File: src/rtl/temporizador_regressivo_pkg.sv
// Shared state encoding, BCD limits and preset clamp helper for the count-down timer.
package temporizador_regressivo_pkg;

    typedef enum logic [1:0] {
        ST_IDLE  = 2'd0,
        ST_RUN   = 2'd1,
        ST_PAUSE = 2'd2,
        ST_DONE  = 2'd3
    } state_t;

    localparam logic [3:0] BCD_MAX = 4'd9;

    function automatic logic [3:0] clamp_bcd(input logic [3:0] v, input logic [3:0] lim);
        return (v > lim) ? lim : v;
    endfunction

endpackage

File: src/rtl/temporizador_regressivo_bcd_digit_down.sv
// One BCD down-counting digit: clear/load/decrement with borrow chain, wraps to WRAP on borrow.
// Latency: one clock per update; borrow_out is combinational so a whole chain steps in one cycle.
module bcd_digit_down
    import temporizador_regressivo_pkg::*;
#(
    parameter logic [3:0] WRAP = BCD_MAX
) (
    input  logic       i_clk,
    input  logic       i_rst_n,
    input  logic       i_clr,
    input  logic       i_ld,
    input  logic [3:0] i_ld_val,
    input  logic       i_en,
    input  logic       i_borrow_in,
    output logic [3:0] o_digit,
    output logic       o_borrow_out
);

    logic [3:0] r_digit;

    always_ff @(posedge i_clk) begin
        if (!i_rst_n) begin
            r_digit <= 4'd0;
        end else if (i_clr) begin
            r_digit <= 4'd0;
        end else if (i_ld) begin
            r_digit <= i_ld_val;
        end else if (i_en && i_borrow_in) begin
            r_digit <= (r_digit == 4'd0) ? WRAP : r_digit - 4'd1;
        end
    end

    assign o_digit      = r_digit;
    assign o_borrow_out = i_borrow_in & (r_digit == 4'd0);

endmodule

File: src/rtl/temporizador_regressivo.sv
// BCD SS.cc count-down timer with pause, preset load, and a timed alarm on expiry.
// Latency: start edge registers RUN, first decrement one tick later; no backpressure, runs every tick.
module temporizador_regressivo
    import temporizador_regressivo_pkg::*;
#(
    parameter int         ALARM_CYCLES = 200,
    parameter logic [3:0] SEG_DEZ_MAX  = 4'd5
) (
    input  logic       i_clk_100hz,
    input  logic       i_reset,
    input  logic       i_clear,
    input  logic       i_load,
    input  logic [3:0] i_preset_s_dez,
    input  logic [3:0] i_preset_s_uni,
    input  logic       i_start_stop,
    output logic [3:0] o_cs_unidade,
    output logic [3:0] o_cs_dezena,
    output logic [3:0] o_s_unidade,
    output logic [3:0] o_s_dezena,
    output logic       o_running,
    output logic       o_done
);

    localparam int             ALW        = (ALARM_CYCLES > 1) ? $clog2(ALARM_CYCLES) : 1;
    localparam logic [ALW-1:0] ALARM_LAST = ALW'(ALARM_CYCLES - 1);

    state_t         r_state;
    state_t         w_state_nxt;
    logic [ALW-1:0] r_alarm_cnt;
    logic [ALW-1:0] w_alarm_nxt;
    logic           r_start_prev;
    logic           r_running;
    logic           r_done;

    logic       w_edge, w_zero, w_one;
    logic       w_clr, w_ld, w_dec, w_dec_en;
    logic [3:0] w_cs_uni, w_cs_dez, w_s_uni, w_s_dez;
    logic       w_b_cs_uni, w_b_cs_dez, w_b_s_uni, w_b_s_dez;

    assign w_edge   = i_start_stop & ~r_start_prev;
    assign w_zero   = (w_s_dez == 4'd0) && (w_s_uni == 4'd0) && (w_cs_dez == 4'd0) && (w_cs_uni == 4'd0);
    assign w_one    = (w_s_dez == 4'd0) && (w_s_uni == 4'd0) && (w_cs_dez == 4'd0) && (w_cs_uni == 4'd1);
    // A borrow out of the top digit would mean counting below 00.00; never let it step.
    assign w_dec_en = w_dec & ~w_b_s_dez;

    always_comb begin
        w_state_nxt = r_state;
        w_alarm_nxt = r_alarm_cnt;
        w_clr       = 1'b0;
        w_ld        = 1'b0;
        w_dec       = 1'b0;
        if (i_clear) begin
            w_clr       = 1'b1;
            w_state_nxt = ST_IDLE;
            w_alarm_nxt = '0;
        end else if (i_load && (r_state != ST_RUN)) begin
            w_ld        = 1'b1;
            w_state_nxt = ST_IDLE;
            w_alarm_nxt = '0;
        end else begin
            case (r_state)
                ST_IDLE: begin
                    if (w_edge && !w_zero) w_state_nxt = ST_RUN;
                end
                ST_RUN: begin
                    if (w_edge) begin
                        w_state_nxt = ST_PAUSE;
                    end else begin
                        w_dec = 1'b1;
                        if (w_one) begin
                            w_state_nxt = ST_DONE;
                            w_alarm_nxt = '0;
                        end
                    end
                end
                ST_PAUSE: begin
                    if (w_edge) w_state_nxt = ST_RUN;
                end
                ST_DONE: begin
                    if (w_edge || (r_alarm_cnt == ALARM_LAST)) begin
                        w_state_nxt = ST_IDLE;
                        w_alarm_nxt = '0;
                    end else begin
                        w_alarm_nxt = r_alarm_cnt + ALW'(1);
                    end
                end
                default: w_state_nxt = ST_IDLE;
            endcase
        end
    end

    always_ff @(posedge i_clk_100hz) begin
        if (!i_reset) begin
            r_state      <= ST_IDLE;
            r_alarm_cnt  <= '0;
            r_start_prev <= 1'b0;
            r_running    <= 1'b0;
            r_done       <= 1'b0;
        end else begin
            r_state      <= w_state_nxt;
            r_alarm_cnt  <= w_alarm_nxt;
            r_start_prev <= i_start_stop;
            r_running    <= (w_state_nxt == ST_RUN);
            r_done       <= (w_state_nxt == ST_DONE);
        end
    end

    bcd_digit_down #(.WRAP(BCD_MAX)) u_cs_uni (
        .i_clk(i_clk_100hz), .i_rst_n(i_reset), .i_clr(w_clr), .i_ld(w_ld), .i_ld_val(4'd0),
        .i_en(w_dec_en), .i_borrow_in(1'b1), .o_digit(w_cs_uni), .o_borrow_out(w_b_cs_uni)
    );

    bcd_digit_down #(.WRAP(BCD_MAX)) u_cs_dez (
        .i_clk(i_clk_100hz), .i_rst_n(i_reset), .i_clr(w_clr), .i_ld(w_ld), .i_ld_val(4'd0),
        .i_en(w_dec_en), .i_borrow_in(w_b_cs_uni), .o_digit(w_cs_dez), .o_borrow_out(w_b_cs_dez)
    );

    bcd_digit_down #(.WRAP(BCD_MAX)) u_s_uni (
        .i_clk(i_clk_100hz), .i_rst_n(i_reset), .i_clr(w_clr), .i_ld(w_ld),
        .i_ld_val(clamp_bcd(i_preset_s_uni, BCD_MAX)),
        .i_en(w_dec_en), .i_borrow_in(w_b_cs_dez), .o_digit(w_s_uni), .o_borrow_out(w_b_s_uni)
    );

    bcd_digit_down #(.WRAP(SEG_DEZ_MAX)) u_s_dez (
        .i_clk(i_clk_100hz), .i_rst_n(i_reset), .i_clr(w_clr), .i_ld(w_ld),
        .i_ld_val(clamp_bcd(i_preset_s_dez, SEG_DEZ_MAX)),
        .i_en(w_dec_en), .i_borrow_in(w_b_s_uni), .o_digit(w_s_dez), .o_borrow_out(w_b_s_dez)
    );

    assign o_cs_unidade = w_cs_uni;
    assign o_cs_dezena  = w_cs_dez;
    assign o_s_unidade  = w_s_uni;
    assign o_s_dezena   = w_s_dez;
    assign o_running    = r_running;
    assign o_done       = r_done;

endmodule

File: config.mk
export PLATFORM = sky130hd
export DESIGN_NAME = temporizador_regressivo
export DESIGN_NICKNAME = d
export VERILOG_FILES = /design/src/rtl/temporizador_regressivo_pkg.sv /design/src/rtl/temporizador_regressivo_bcd_digit_down.sv /design/src/rtl/temporizador_regressivo.sv
export SDC_FILE = /design/constraint.sdc
export NUM_CORES = 1
export LEC_CHECK = 0
export CAP_MARGIN = 20
export CORE_UTILIZATION = 38
export DETAILED_ROUTE_END_ITERATION = 8
export HOLD_SLACK_MARGIN = 0.06
export SLEW_MARGIN = 40
export SYNTH_ARGS = -nofsm -noshare
export SYNTH_HDL_FRONTEND = slang
export SYNTH_SLANG_ARGS = --single-unit
File: constraint.sdc
create_clock -name i_clk_100hz -period 4.4 [get_ports i_clk_100hz]
set_input_delay 0.66 -clock i_clk_100hz [delete_from_list [all_inputs] [get_ports i_clk_100hz]]
set_output_delay 0.66 -clock i_clk_100hz [all_outputs]
set_load 0.005 [all_outputs]
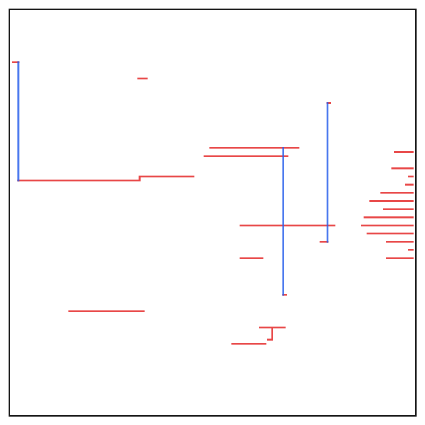
Fig. 1. Metal layers overlaid.
(6 px per um) Two of the layers only.
metal 3 -> red  # wire length 165 um
metal 4 -> blue  # wire length 67.3 um

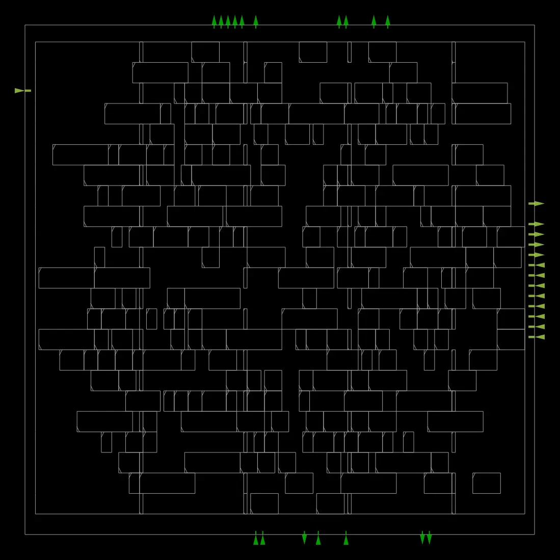
Fig. 2. Placement view.
Flops: 29
num rows: 23
tap cell count: 50
Final Util: 0.502
Seq/total area: 0.285

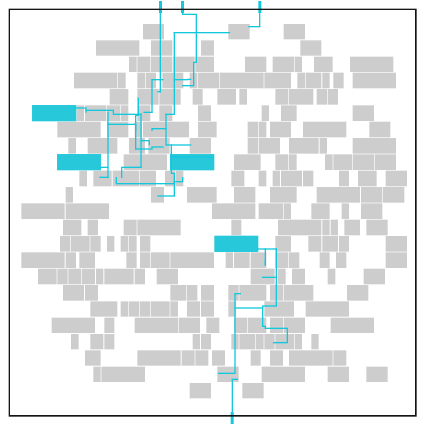
Fig. 3. Nets reached from selected ports.
(6 px per um)
o_cs_unidade -> cyan  # bits 4, direction output, end cells 4, buffers 4, wire 237 um

==> impl_metrics.py <==
# Auto-generated metrics
metrics = {
    "floorplan": {
        "fp_util": 0.402,
        "die_x_um": 67.5,
        "die_h_um": 67.5,
        "core-area_sq_um": 4060,
    },
    "min_path": {
        "hold_depth": 2,
        "hp-class": "register to register",
    },
    "detailed_routing": {
        "drt_wl_total_um": 4180,
        "ant_nets": 0,
        "drc_errors": 0,
        "drt_iter0_markers": 109,
        "dr.pass1.iters": 4,
    },
    "grt": {
        "grt_overflow": 0,
        "antenna_found_initial": 0,
        "grt_usage": 0.205,
        "grt_pass1_wl_um": 6870,
    },
    "final_timing": {
        "fin_worst_skew_ns": 0.00430,
        "tightest_slew_ns": 0.759,
        "setup_slack_ns": 2.08,
        "slew_headroom": 0.494,
        "period_needed_ns": 2.32,
        "hold_violations": 0,
        "holdWs_ns": 0.482,
        "fin_crit_sh": 0.528,
        "setup_violations": 0,
    },
    "clock_network": {
        "cts.htree.levels": 2,
        "cts_tree": "built",
        "worstSkewPairLatency_ns": 0.28,
        "holdBufCountCts": 0,
        "cts_root_buf": "clkbuf_8",
    },
    "critical_path": {
        "regToRegEndpoint": "o_running$_SDFF_PN0_",
        "rrSetupSlack_ns": 2.40,
        "cp_slowest_cell": "clkdlybuf4s50_1",
        "cp-start-kind": "input pin",
        "cp.required_ns": 4.62,
        "max_stage_delay_ns": 0.53,
        "critPathBufInv": 1,
        "path_delay_family": "simple AND/OR/NAND/NOR gates",
        "worstPathArrival_ns": 2.54,
        "endpoint_kind": "register",
        "crit_cells": 5,
        "timing.rr.start": "u_cs_uni.o_digit[2]$_SDFFE_PP0P_",
        "reg2reg_depth": 5,
        "setup.worst_path.start": "i_clear",
    },
    "power": {
        "p_total_uw": 535,
        "ir_worst_vdd_v": 0.000180,
    },
    "layout": {
        "final_nets": 236,
        "area_growth_pct": 24.9,
        "drive_gt1_frac": 0.0942,
        "stdcell_count": 273,
        "lay_top_cells": "clkdlybuf4s50_1, dfxtp_1, nor2_1",
        "n_antenna_cell": 0,
    },
    "synth": {
        "async_flop_share": 0,
        "synth_flops": 29,
        "syn_avg_cell_area_sq_um": 8.54,
        "seq_area_frac_synth": 0.356,
        "synth_nets": 205,
        "synth.distinct_cells": 54,
        "yosys_area_sq_um": 1630,
        "netlist_area_sq_um": 1630,
        "ys.flop_type": "dfxtp_1",
    },
    "flow_run": {
        "drv_cap": 0,
    },
    "placed_design": {
        "dp.cells": 265,
        "io_buffers": 30,
    },
    "status": {
        "status": "complete, no violations",
    },
}
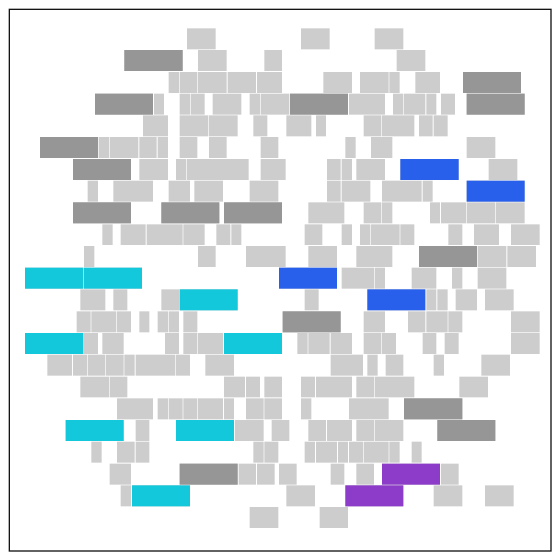
Fig. 4. Sequential cells grouped by signal name.
(8 px per um)
u_s_uni.o_digit -> blue  # flops 4, where east
r_state -> purple  # flops 2
r_alarm_cnt -> cyan  # flops 8
not coloured = 15

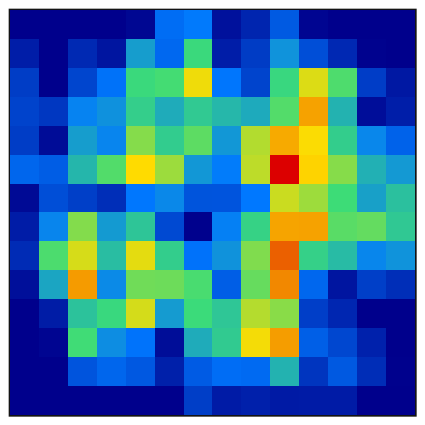
Fig. 5. Signal metal coverage by tile.
(6 px per um) 14 x 14 tiles, from dark blue (low) to red (high), scaled to the fullest tile. Values are wire area over tile area, all layers added.
mean over tiles = 0.14
tiles over half the peak = 22%
densest ninth of the die = east
nearly empty tiles = 16%

[synth_stat cells (5+ instances only)]
| cell | count | area [sq um] |
|---|---|---|
| nand2_1 | 14 | 52.6 |
| nand3_1 | 7 | 35.0 |
| dfxtp_1 | 29 | 581 |
| a21oi_1 | 10 | 50.1 |
| nor2b_1 | 6 | 37.5 |
| nor4_2 | 5 | 62.6 |
| or3_1 | 5 | 31.3 |
| mux2i_1 | 7 | 70.1 |
| nor3_1 | 10 | 50.1 |
| nor2_1 | 24 | 90.1 |
[state kept, by name (all words and copies together), names as in the netlist]
register / cells
o_running: 1
r_alarm_cnt: 8
u_s_uni.o_digit: 4
r_state: 2
o_done: 1
u_cs_dez.o_digit: 4
r_start_prev: 1
u_cs_uni.o_digit: 4
u_s_dez.o_digit: 4
[where the power goes]
part | internal, uW | switching (uW) | leakage [uW]
combinational | 26.0 | 28.2 | 0.000430
clock | 112 | 98.3 | 0.0000395
sequential | 265 | 4.60 | 0.000234
total | 403 | 131 | 0.000704
[cell type report]
cell class / instances / area, sq um / area share
sequential: 29 / 581 / 0.285
inverter: 2 / 7.51 / 0.00368
multi-input combinational: 154 / 1010 / 0.494
timing repair buffer: 30 / 300 / 0.147
tap: 50 / 62.6 / 0.0307
clock buffer: 8 / 80.1 / 0.0393
[kinds of logic after synthesis]
group           synth area share
simple gates               0.380
compound gates             0.171
flops                      0.356
buf+inv                   0.0268
mux                       0.0429
xor+xnor                  0.0161
fa+ha+maj                0.00767
[routing by layer]
layer | part of all wire | track usage | vias to the layer above
met5 | 0 | 0 | -
met4 | 0.016 | 0.117 | 0
met3 | 0.040 | 0.0541 | 6
met2 | 0.47 | 0.333 | 35
met1 | 0.48 | 0.240 | 734
li1 | - | - | 781
Power is estimated from default activity; no workload was simulated.
